Figure 1. Met3 routing.
Drawn at 8 px/um.
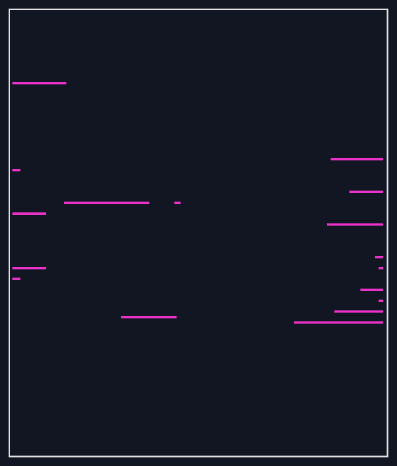
Figure 2. Register map, names as in the netlist.
Drawn at 6 px/um.
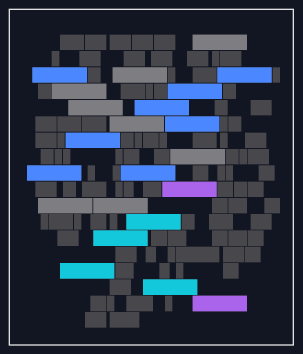
Figure 3. Cells by drive strength.
Drawn at 8 px/um.
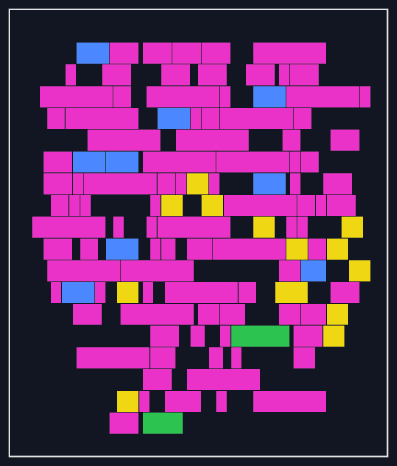
Figure 4. Routed metal per tile.
Drawn at 6 px/um. 9 x 11 tiles, from black (low) to pale yellow (high), scaled to the fullest tile. Values are wire area over tile area, all layers added.
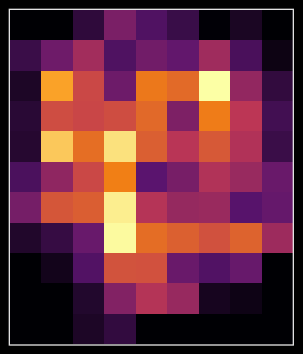
--- src/rtl/dff_shift_seq_pkg.sv ---
// Shared definitions for the serial shift sequencer: state encoding and
// default sizing constants.
package dff_shift_seq_pkg;

    typedef enum logic [1:0] {
        ST_IDLE  = 2'd0,
        ST_SHIFT = 2'd1,
        ST_DONE  = 2'd2,
        ST_SPARE = 2'd3
    } state_e;

    localparam int DEF_WIDTH = 8;
    localparam int DEF_CNT_W = 4;

    // Smallest counter width able to reach WIDTH-1.
    function automatic int min_cnt_w(input int width);
        return (width <= 2) ? 1 : $clog2(width);
    endfunction

endpackage

--- src/rtl/dff_shift_reg.sv ---
// WIDTH-bit D flip-flop chain with parallel load and MSB-first shift.
// Also exposes the word the chain would hold after the next shift.
module dff_shift_reg #(
    parameter int WIDTH = 8
) (
    input  logic             clk,
    input  logic             rst,
    input  logic             load_i,
    input  logic             shift_i,
    input  logic [WIDTH-1:0] din_i,
    input  logic             sin_i,
    output logic             sout_o,
    output logic [WIDTH-1:0] shift_word_o
);

    logic [WIDTH-1:0] chain_q;
    logic [WIDTH-1:0] chain_d;

    genvar gi;
    generate
        for (gi = 0; gi < WIDTH; gi++) begin : g_bit
            logic shift_src;
            if (gi == 0) begin : g_lsb
                assign shift_src = sin_i;
            end else begin : g_upper
                assign shift_src = chain_q[gi-1];
            end
            // Load wins over shift; otherwise the bit holds.
            assign chain_d[gi]      = load_i  ? din_i[gi] :
                                      shift_i ? shift_src : chain_q[gi];
            assign shift_word_o[gi] = shift_src;
        end
    endgenerate

    always_ff @(posedge clk or posedge rst) begin
        if (rst) begin
            chain_q <= '0;
        end else begin
            chain_q <= chain_d;
        end
    end

    assign sout_o = chain_q[WIDTH-1];

endmodule

--- src/rtl/dff_shift_seq.sv ---
// Full-duplex serial shift sequencer: loads a word, shifts it out MSB-first
// while capturing sin, then publishes the captured word with a done strobe.
module dff_shift_seq
    import dff_shift_seq_pkg::*;
#(
    parameter int WIDTH = DEF_WIDTH,
    parameter int CNT_W = DEF_CNT_W
) (
    input  logic             clk,
    input  logic             rst,
    input  logic             start,
    input  logic             abort,
    input  logic [WIDTH-1:0] din,
    input  logic             sin,
    output logic             sout,
    output logic             sen,
    output logic             busy,
    output logic             done,
    output logic [WIDTH-1:0] dout
);

    localparam logic [CNT_W-1:0] LAST_BIT = CNT_W'(WIDTH - 1);

    state_e           state_q, state_d;
    logic [CNT_W-1:0] cnt_q, cnt_d;
    logic [WIDTH-1:0] dout_q, dout_d;
    logic             load;
    logic             shift;
    logic             chain_msb;
    logic [WIDTH-1:0] shift_word;

    dff_shift_reg #(
        .WIDTH(WIDTH)
    ) u_chain (
        .clk         (clk),
        .rst         (rst),
        .load_i      (load),
        .shift_i     (shift),
        .din_i       (din),
        .sin_i       (sin),
        .sout_o      (chain_msb),
        .shift_word_o(shift_word)
    );

    always_comb begin
        state_d = state_q;
        cnt_d   = cnt_q;
        dout_d  = dout_q;
        load    = 1'b0;
        shift   = 1'b0;
        case (state_q)
            ST_IDLE: begin
                if (start) begin
                    load    = 1'b1;
                    cnt_d   = '0;
                    state_d = ST_SHIFT;
                end
            end
            ST_SHIFT: begin
                // Abort beats the final-bit transition and leaves dout alone.
                if (abort) begin
                    cnt_d   = '0;
                    state_d = ST_IDLE;
                end else begin
                    shift = 1'b1;
                    if (cnt_q == LAST_BIT) begin
                        cnt_d   = '0;
                        dout_d  = shift_word;
                        state_d = ST_DONE;
                    end else begin
                        cnt_d = cnt_q + 1'b1;
                    end
                end
            end
            ST_DONE: state_d = ST_IDLE;
            default: state_d = ST_IDLE;
        endcase
    end

    always_ff @(posedge clk or posedge rst) begin
        if (rst) begin
            state_q <= ST_IDLE;
            cnt_q   <= '0;
            dout_q  <= '0;
        end else begin
            state_q <= state_d;
            cnt_q   <= cnt_d;
            dout_q  <= dout_d;
        end
    end

    assign busy = (state_q == ST_SHIFT);
    assign sen  = busy;
    assign sout = busy & chain_msb;
    assign done = (state_q == ST_DONE);
    assign dout = dout_q;

endmodule

--- config.mk ---
export PLATFORM = sky130hd
export DESIGN_NAME = dff_shift_seq
export DESIGN_NICKNAME = d
export VERILOG_FILES = /design/src/rtl/dff_shift_seq_pkg.sv /design/src/rtl/dff_shift_reg.sv /design/src/rtl/dff_shift_seq.sv
export SDC_FILE = /design/constraint.sdc
export NUM_CORES = 1
export LEC_CHECK = 0
export CAP_MARGIN = 40
export CORE_ASPECT_RATIO = 1.2
export CORE_MARGIN = 2
export CORE_UTILIZATION = 44
export CTS_CLUSTER_DIAMETER = 100
export CTS_CLUSTER_SIZE = 12
export DETAILED_ROUTE_END_ITERATION = 16
export MAX_ROUTING_LAYER = met4
export PLACE_DENSITY = 0.77
export SLEW_MARGIN = 30
export SYNTH_ARGS = -nofsm -noshare
export SYNTH_HDL_FRONTEND = slang
export SYNTH_SLANG_ARGS = --single-unit
--- constraint.sdc ---
create_clock -name clk -period 2.6 [get_ports clk]
set_clock_uncertainty 0.15 [all_clocks]
set_input_delay 0.78 -clock clk [delete_from_list [all_inputs] [get_ports clk]]
set_output_delay 0.78 -clock clk [all_outputs]
set_load 0.05 [all_outputs]
==> qor.yml <==
status: "finished, final reports clean"
clockRootBuffer: "clkbuf_4"
grt_overflow: 0
buffers: 29
finalSetupTns_ns: 0
cts_max_level: 1
clock_latency_ns: 0.31
gp_congestion: 0.704
largest_class: "sequential cells"
leakagePower_nw: 0.633
port-buffer-count: 24
coreArea_um2: 2090
grt_max_degree: 23
cts_hold_buf: 0
ioPinCount: 25
synth_top_area_share: 0.561
pre_cts_slack_ns: 0.139
die_w_um: 47.1
crit_family: "buffers and inverters"
crit_type: "register to output port"
ys_area_um2: 981
synth-simple-area-share: 0.181
aoi_share: 0.0995
nClkBuffers: 4
hp-class: "register to register"
n_antenna_cell: 0
ys_sh_xor: 0
crit_fanout: 2
drive_gt1_frac: 0.205
cap_violations: 0
fillCellCount: 178
fin_crit_sh: 0.933
final_nets: 132
top_cells_by_area: "dfrtp_1 56%, mux2_2 9.2%, nand2_1 6.1%"
flops: 22
fp.dieH_um: 55.7
finalHoldViolCount: 0
final_antenna_net_count: 0
cts_buffers: 3
ys_types: 27
yosys_warnings: 0
clk_share: 0.0280
slowest_delay_ns: 0.81
ys_sh_adder: 0.0128
syn_area_um2: 981
ff_type: "dfrtp_1"
tightestPinTransition_ns: 0.502
power_density_nw_per_um2: 592
critPathCaptureType: "output port"
synth_nets: 103
ys_seq_frac: 0.561
rsz0062_at_grt: "no"
drc: 0
wl_per_cell_um: 13.2
layout_setup_ws_ns: 0.173
warning_count: 26
peakVddDrop_v: 0.000409
top_logic_kind: "simple AND/OR/NAND/NOR gates"
multi_input_comb_cells: 58
drt-vias-per-instance: 5.20
required_ns: 1.67
dp_hpwl_mm: 1.42
crit_buf_inv: 1
grt_first_pass_wirelength_mm: 3.25
yosys.area.top_type: "dfrtp_1"
ys.flops: 22
setup-violations-final: 0
cp_slowest_cell: "clkdlybuf4s50_1"
cts.reportedPaths.clkPinSlew_ns: 0.12
slew_violations: 0
dieArea_um2: 2620
inv_count: 4
min_period_ns: 2.43
path_cells: "clkdlybuf4s50_1"
rows: 18
-- Figure 1 (at the start) --
main direction: horizontal
longest straight run: 10.8 um

-- Figure 2 (at the start) --
[state_q] purple | flops: 2
[u_chain.chain_q] blue | flops: 8
[cnt_q] cyan | flops: 4 | where: south
not coloured: 8
Seq/total area: 0.424
register area: 551 um^2
P_seq: 0.413 mW
Util after Layout: 0.619

-- Figure 3 (at the start) --
[x1 and smaller] magenta | cells: 93 | share: 79% | most used: dfrtp_1
[x2] blue | cells: 9 | share: 7.7% | most used: mux2_2
[x3 and x4] yellow | cells: 13 | share: 11% | most used: buf_4
[x6 and larger] green | cells: 2 | share: 1.7%
Synth-to-Final Area Change: 32.3%
design area: 1300 um^2

-- Figure 4 (at the start) --
fullest tile: 0.35
mean over tiles: 0.12
emptiest ninth of the die: south-west
densest ninth of the die: centre
nearly empty tiles: 16%
tiles over half the peak: 27%

==> worst reg2reg max path, delay by kind of cell, from the launching register on <==
family                     cells  cell delay (ns)
and+or+nand+nor                2             0.48
muxes                          1             0.36
DFF                            1             0.41
adders and majority gates      1             0.22
==> registers in the layout (all words and copies together) (netlist names) <==
signal           cells
state_q              2
cnt_q                4
u_chain.chain_q      8
dout                 8
==> routing by layer <==
metal / global-route usage / vias up / wire (um)
met5: - / - / 0
met4: 0.0476 / 0 / 29
met3: 0.0292 / 4 / 69
met2: 0.256 / 16 / 933
met1: 0.238 / 379 / 909
li1: - / 366 / -
==> stage by stage <==
step	area, um^2	hold WS (ns)	instances
3_5_place_dp	1260	0.341	143
3_3_place_gp	1260	0.337	143
2_1_floorplan	983	0.322	89
4_1_cts	1300	0.358	147
6_report	1300	0.354	147
5_1_grt	1300	0.364	147
==> path summary, 6_finish.rpt <==
kind                           from                  to  slack (ns)  cells past startpoint
max reg2reg                cnt_q[0]             dout[0]        0.88                      4
min reg2reg                cnt_q[2]            cnt_q[2]        0.35                      1
max                         dout[3]             dout[3]        0.17                      1
min                        cnt_q[2]            cnt_q[2]        0.35                      1
max in group asynchronous       rst  u_chain.chain_q[5]        1.43                      3
min in group asynchronous       rst            cnt_q[1]        0.64                      3
==> cell usage in the layout (no fill, tap or decap), types with 2 or more instances in the layout <==
| cell | instances |
|---|---|
| clkdlybuf4s50_1 | 20 |
| nand2_1 | 16 |
| nor2_1 | 6 |
| o22ai_1 | 2 |
| inv_1 | 4 |
| mux2_2 | 8 |
| buf_4 | 9 |
| clkbuf_4 | 3 |
| a31oi_1 | 8 |
| dfrtp_1 | 22 |
==> where the power goes <==
group	total (mW)	switching [mW]	internal, mW
logic	0.168	0.0951	0.0731
clock network	0.186	0.101	0.0855
registers	0.413	0.0314	0.382
Power figures rest on the tool's default switching activity, not on a simulated workload.
